`src/rtl/tl_pkg.sv`:
```
// Shared light codes, FSM state type and index-width helper
// for the traffic-light phase sequencer.
package tl_pkg;

  localparam logic [1:0] TL_RED    = 2'd0;
  localparam logic [1:0] TL_GREEN  = 2'd1;
  localparam logic [1:0] TL_YELLOW = 2'd2;

  typedef enum logic [1:0] {
    ALL_RED,
    GREEN,
    YELLOW
  } tl_state_t;

  function automatic int idx_w(input int n);
    return (n > 1) ? $clog2(n) : 1;
  endfunction

endpackage

```
`src/rtl/tl_rr_pick.sv`:
```
// Combinational round-robin picker: first pending approach
// after 'last', wrapping around and ending at 'last' itself.
module tl_rr_pick
  import tl_pkg::*;
#(
  parameter int NUM_CH = 4,
  parameter int IW     = idx_w(NUM_CH)
) (
  input  logic [NUM_CH-1:0] pend,
  input  logic [IW-1:0]     last,
  output logic [IW-1:0]     pick,
  output logic              found
);

  int          idx;
  logic [IW-1:0] iw;

  always_comb begin
    pick  = last;
    found = 1'b0;
    idx   = 0;
    iw    = '0;
    for (int k = 1; k <= NUM_CH; k++) begin
      idx = (int'(last) + k) % NUM_CH;
      iw  = IW'(idx);
      if (!found && pend[iw]) begin
        found = 1'b1;
        pick  = iw;
      end
    end
  end

endmodule

```
`src/rtl/tl_phase_sequencer.sv`:
```
// N-approach round-robin traffic-light phase sequencer.
// Optional emergency preemption is built with TL_PREEMPT_EN.
module tl_phase_sequencer
  import tl_pkg::*;
#(
  parameter int NUM_CH      = 4,
  parameter int CNT_W       = 7,
  parameter int GREEN_T     = 20,
  parameter int MIN_GREEN_T = 5,
  parameter int YELLOW_T    = 3,
  parameter int RED_T       = 2
) (
  input  logic                      clk,
  input  logic                      sys_reset,
  input  logic                      tick,
  input  logic [NUM_CH-1:0]         req,
`ifdef TL_PREEMPT_EN
  input  logic                      preempt,
  input  logic [$clog2(NUM_CH)-1:0] preempt_ch,
`endif
  output logic [2*NUM_CH-1:0]       light,
  output logic [$clog2(NUM_CH)-1:0] active_ch,
  output logic [CNT_W-1:0]          count,
  output logic                      phase_done
);

  localparam int IW = idx_w(NUM_CH);
  // gap-out allowed once count has fallen to this value
  localparam int GAP_MAX = GREEN_T - 1 - MIN_GREEN_T;

  tl_state_t           state, state_d;
  logic [NUM_CH-1:0]   pending, pending_d;
  logic [NUM_CH-1:0]   ch_oh;
  logic [IW-1:0]       active_d;
  logic [CNT_W-1:0]    count_d;
  logic                done_d;
  logic [2*NUM_CH-1:0] light_d;

  logic [IW-1:0] pick, grant_ch;
  logic          found, grant_ok;
  logic          hold, cut;
  logic          expire, gap;

  tl_rr_pick #(
    .NUM_CH (NUM_CH),
    .IW     (IW)
  ) u_pick (
    .pend  (pending),
    .last  (active_ch),
    .pick  (pick),
    .found (found)
  );

`ifdef TL_PREEMPT_EN
  assign hold     = preempt && (active_ch == preempt_ch);
  assign cut      = preempt && (active_ch != preempt_ch);
  assign grant_ok = preempt || found;
  assign grant_ch = preempt ? preempt_ch : pick;
`else
  assign hold     = 1'b0;
  assign cut      = 1'b0;
  assign grant_ok = found;
  assign grant_ch = pick;
`endif

  assign ch_oh  = NUM_CH'(1) << active_ch;
  assign expire = (count == '0);
  assign gap    = !req[active_ch]
               && |(pending & ~ch_oh)
               && (int'(count) <= GAP_MAX);

  always_ff @(posedge clk or posedge sys_reset) begin
    if (sys_reset) begin
      state      <= ALL_RED;
      count      <= CNT_W'(RED_T - 1);
      active_ch  <= IW'(NUM_CH - 1);
      pending    <= '0;
      light      <= '0;
      phase_done <= 1'b0;
    end else begin
      state      <= state_d;
      count      <= count_d;
      active_ch  <= active_d;
      pending    <= pending_d;
      light      <= light_d;
      phase_done <= done_d;
    end
  end

  always_comb begin
    state_d   = state;
    active_d  = active_ch;
    count_d   = count;
    done_d    = 1'b0;
    pending_d = pending
              | (req & ~((state == GREEN) ? ch_oh : '0));
    if (tick) begin
      unique case (state)
        ALL_RED: begin
          if (!expire) begin
            count_d = count - CNT_W'(1);
          end else if (grant_ok) begin
            state_d             = GREEN;
            active_d            = grant_ch;
            count_d             = CNT_W'(GREEN_T - 1);
            done_d              = 1'b1;
            pending_d[grant_ch] = 1'b0;
          end else begin
            count_d = CNT_W'(RED_T - 1);
          end
        end
        GREEN: begin
          if (hold) begin
            count_d = count;
          end else if (expire || gap || cut) begin
            state_d = YELLOW;
            count_d = CNT_W'(YELLOW_T - 1);
            done_d  = 1'b1;
          end else begin
            count_d = count - CNT_W'(1);
          end
        end
        YELLOW: begin
          if (expire) begin
            state_d = ALL_RED;
            count_d = CNT_W'(RED_T - 1);
            done_d  = 1'b1;
          end else begin
            count_d = count - CNT_W'(1);
          end
        end
        default: state_d = ALL_RED;
      endcase
    end
  end

  always_comb begin
    light_d = '0;
    for (int i = 0; i < NUM_CH; i++) begin
      if (IW'(i) == active_d) begin
        unique case (state_d)
          GREEN:   light_d[2*i +: 2] = TL_GREEN;
          YELLOW:  light_d[2*i +: 2] = TL_YELLOW;
          default: light_d[2*i +: 2] = TL_RED;
        endcase
      end
    end
  end

endmodule

```
`config.mk`:
```
export PLATFORM = sky130hd
export DESIGN_NAME = tl_phase_sequencer
export DESIGN_NICKNAME = d
export VERILOG_FILES = /design/src/rtl/tl_pkg.sv /design/src/rtl/tl_rr_pick.sv /design/src/rtl/tl_phase_sequencer.sv
export SDC_FILE = /design/constraint.sdc
export NUM_CORES = 1
export LEC_CHECK = 0
export CAP_MARGIN = 20
export CORE_MARGIN = 5
export CORE_UTILIZATION = 23
export DETAILED_ROUTE_END_ITERATION = 8
export PLACE_DENSITY = 0.44
export SYNTH_ARGS = -nofsm -noshare
export SYNTH_HDL_FRONTEND = slang
export SYNTH_SLANG_ARGS = --single-unit
```
`constraint.sdc`:
```
create_clock -name clk -period 2.5 [get_ports clk]
set_clock_uncertainty 0.15 [all_clocks]
set_input_delay 0.75 -clock clk [delete_from_list [all_inputs] [get_ports clk]]
set_output_delay 0.75 -clock clk [all_outputs]
set_load 0.01 [all_outputs]
```
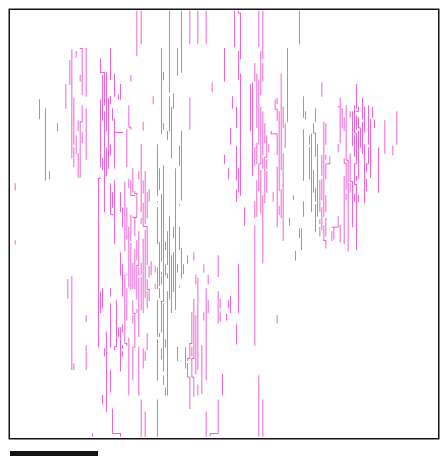
(images/met2.png)
The bar under the picture is 20 um long.
longest straight run: 38.2 um
nets with wire on the layer: 225
wire length on this layer: 2400 um
share of all routed wire: 51%
M2 GR Usage: 0.170
number of vias in the routed layout: 1592
aggregate routed wire length: 4.73 mm

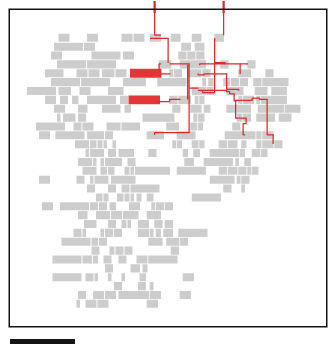
(images/port_nets.png)
The bar under the picture is 20 um long.
legend:
  active_ch:
    color: red
    bits: 2
    direction: output
    end_cells: 2
    wire: 211 um
number of primary I/O pins: 25
tally of buffers added on design ports: 24

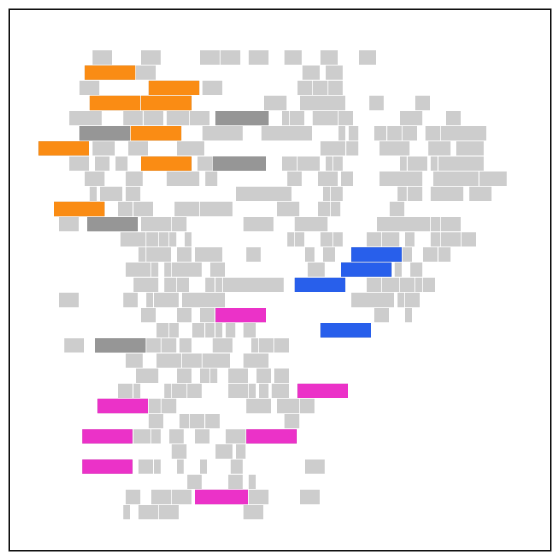
(images/registers.png)
Other sequential cells in the stronger gray, the rest of the logic in the fainter gray.
legend:
  count:
    color: magenta
    sequential_cells: 7
  pending:
    color: blue
    sequential_cells: 4
  light:
    color: orange
    sequential_cells: 8
    where: top left
utilization after layout: 0.374
sequential share of cell area: 0.222
sequential cell area: 604 um2

==> flow_summary_export.csv <==
group,metric,value,unit
layout,drive_gt1_frac,0.418,
pwr,share_seq_of_total_power,0.177,
clock_tree,htree_levels,1,
critical_path,worst_setup_path_startpoint,"active_ch[0]",
layout,num_antenna_cells,0,
layout,combAreaFraction,0.445,
clock_tree,cts_sinks,24,
routing,dr.pass1.iters,5,
placed_design,place_ws,-0.453,ns
pwr,part_of_the_power_in_the_clock_network,0.104,
placed_design,post-dp-hpwl,3.66,mm
synth,synth.yosys.warnings,0,
flow_run,warning_count,36,
pwr,power_group_with_the_highest_consumption,"combinational logic",
pwr,seq_cell_power,0.000599,W
layout,largestRegisters,"light (8), count (7), pending (4)",
grt,grt.met3_usage,0.00935,
critical_path,crit_arrival,2.55,ns
synth,synthDistinctLibCells,52,
critical_path,reg2reg_slack,0.009,ns
layout,clock_buf_inv_share,0.0262,
layout,final_net_count,267,
synth,mappedNetlistArea,1740,um2
pwr,p_switching,0.00139,W
hold_path,worst_min_delay_path_startpoint,"count[6]",
routing,avgViaCountPerCell,4.57,
routing,detailroute.wirelength.met2,2.40,mm
synth,synthFlopType,"dfrtp_1",
synth,synthTopCellsByCount,"21 x dfrtp_1, 13 x a21oi_1, 13 x nand2_1",
synth,post_synth_mux_area_share,0.0814,
routing,routed.top_layer,"met4",
synth,netlist_instances,177,
routing,drc_errors_left,0,
grt,grt_antenna_before_repair,0,
synth,yosys.area_share.simple,0.199,
hold_path,worst_hold_path.endpoint,"count[6]",
pwr,clock_power,0.000351,W
critical_path,crit_family,"AND-OR/OR-AND gates",
sta,finalMaxSlewViolations,0,
grt,global_route.usage.total,0.101,
synth,floorplan.nets,194,
sta,finalCritPeriodShare,0.996,
layout,fill_cells,777,
routing,wl_met3,61,um
critical_path,cp_num_buf_inv,1,
grt,global_route.usage.met1,0.130,
pwr,cellPowerDensity,1240,nW/um2
grt,grt_overflow_total,0,
sta,setup_ws,0.00942,ns
clock_tree,cts_hold_buffers,0,
critical_path,crit_path_start_kind,"flip-flop",
synth,synth-xor-area-share,0.0209,
status,run_status,"finished, final reports clean",
synth,ys_seq_share,0.348,
layout,signal_buffer_area_fraction,0.242,
clock_tree,insertion_delay,0.28,ns
sta,max_slew_margin,0.703,
synth,ys_sh_adder,0.0720,
critical_path,cp-endpoint,"light[1]",
synth,edf_count,0,
layout,finalNonFillerCells,348,
sta,min_period,2.49,ns
synth,yosys_area,1740,um2
sta,setup_viol_count_final,0,
floorplanning,die_width,96.9,um
floorplanning,chipHeight,96.9,um
layout,largest_reg_flops,8,
critical_path,critical_path_required,2.55,ns
synth,netlist.area_leader.share,0.302,
routing,detail-route-antenna-nets,0,
sta,grt_setup_unrepaired,"true",
synth,post_synth_main_area_contributors,"dfrtp_1 30%, ha_1 7.2%, mux4_2 5.2%, dfstp_2 4.5%, a21oi_1 3.7%",
layout,nMultiInputCombCells,133,
routing,detailedRoute.firstIterationViolations,27,
placed_design,routability_cong,0.791,
grt,grt_start_max_net_pins,25,
layout,final_area,2720,um2
critical_path,path_max_fanout,5,
synth,post-synth-top-area-cell,"dfrtp_1",
synth,ys_cells,177,
synth,largest_combinational_cell_category_by_area,"AND-OR/OR-AND gates",
pwr,p_leak,1.16,nW
layout,area_used_by_multi_input_combinational_logic,1210,um2
pwr,peakVddDrop,0.528,mV
synth,synth_top_cell_by_count,"dfrtp_1",
clock_tree,cts.clk_slew.worst_paths,0.09,ns
placed_design,placed_instances,340,
critical_path,regToRegEndpoint,"light[1]",
pwr,p_comb,0.00243,W
layout,final_cell_mix,"45 x buf_4, 21 x dfrtp_1, 19 x clkdlybuf4s50_1, 13 x nand2_1, 11 x a21oi_1",
layout,nNonClkBuffers,76,
floorplanning,initCoreUtil,0.238,
synth,avg_inst_size_synth,9.82,um2
grt,gr-max-usage-layer,"met2",
layout,inverters,12,
layout,final_common_cell,"buf_4",
sta,fmaxAchievable,402,MHz
routing,route.layer.met1.wl,2.16,mm
clock_tree,post_cts.resized_instances,21,
clock_tree,cts_made_buffers,3,
sta,hold_ws,0.405,ns
synth,postSynth.asyncResetShare,1.00,
pwr,power_switching_share,0.411,
pwr,comb_pwr_share,0.719,
critical_path,worst_path_cell_chain,"buf_6 > mux4_2 > a41o_1 > o21ai_4 > a21oi_4 > or2_4 > nor3_2",
critical_path,end_kind,"flip-flop",
floorplanning,design.die.area,9390,um2
critical_path,slowest_stage,"dfstp_2",
critical_path,critPathMaxStageDelay,0.57,ns
floorplanning,rows,31,
pwr,p_total,0.00338,W
layout,largestClassByArea,"combinational gates",
critical_path,r2r_start,"active_ch[0]",
sta,tightest_slew,0.443,ns
clock_tree,root_buffer,"clkbuf_8",
synth,numSynthFlops,24,
routing,wire_per_inst,13.6,um
critical_path,worst_r2r_path_depth,7,
placed_design,dpl_cell_area,2480,um2
grt,grt_pass1_vias,1638,
critical_path,path_depth,7,
critical_path,critPathKind,"flip-flop to flip-flop",
floorplanning,fp.coreArea,7290,um2
sta,final_layout_setup_total_negative_slack,0,ns
flow_run,maxCapViolations,0,
clock_tree,cts_tree,"done",
layout,largest-register,"light",
floorplanning,tap-cell-count,99,
layout,clock_buffers,3,
clock_tree,ctsLongestPathBuffers,2,
hold_path,timing.hold.worst.class,"flip-flop to flip-flop",
synth,synth-compound-area-share,0.228,
hold_path,hold_depth,2,
Power is estimated from default activity; no workload was simulated.
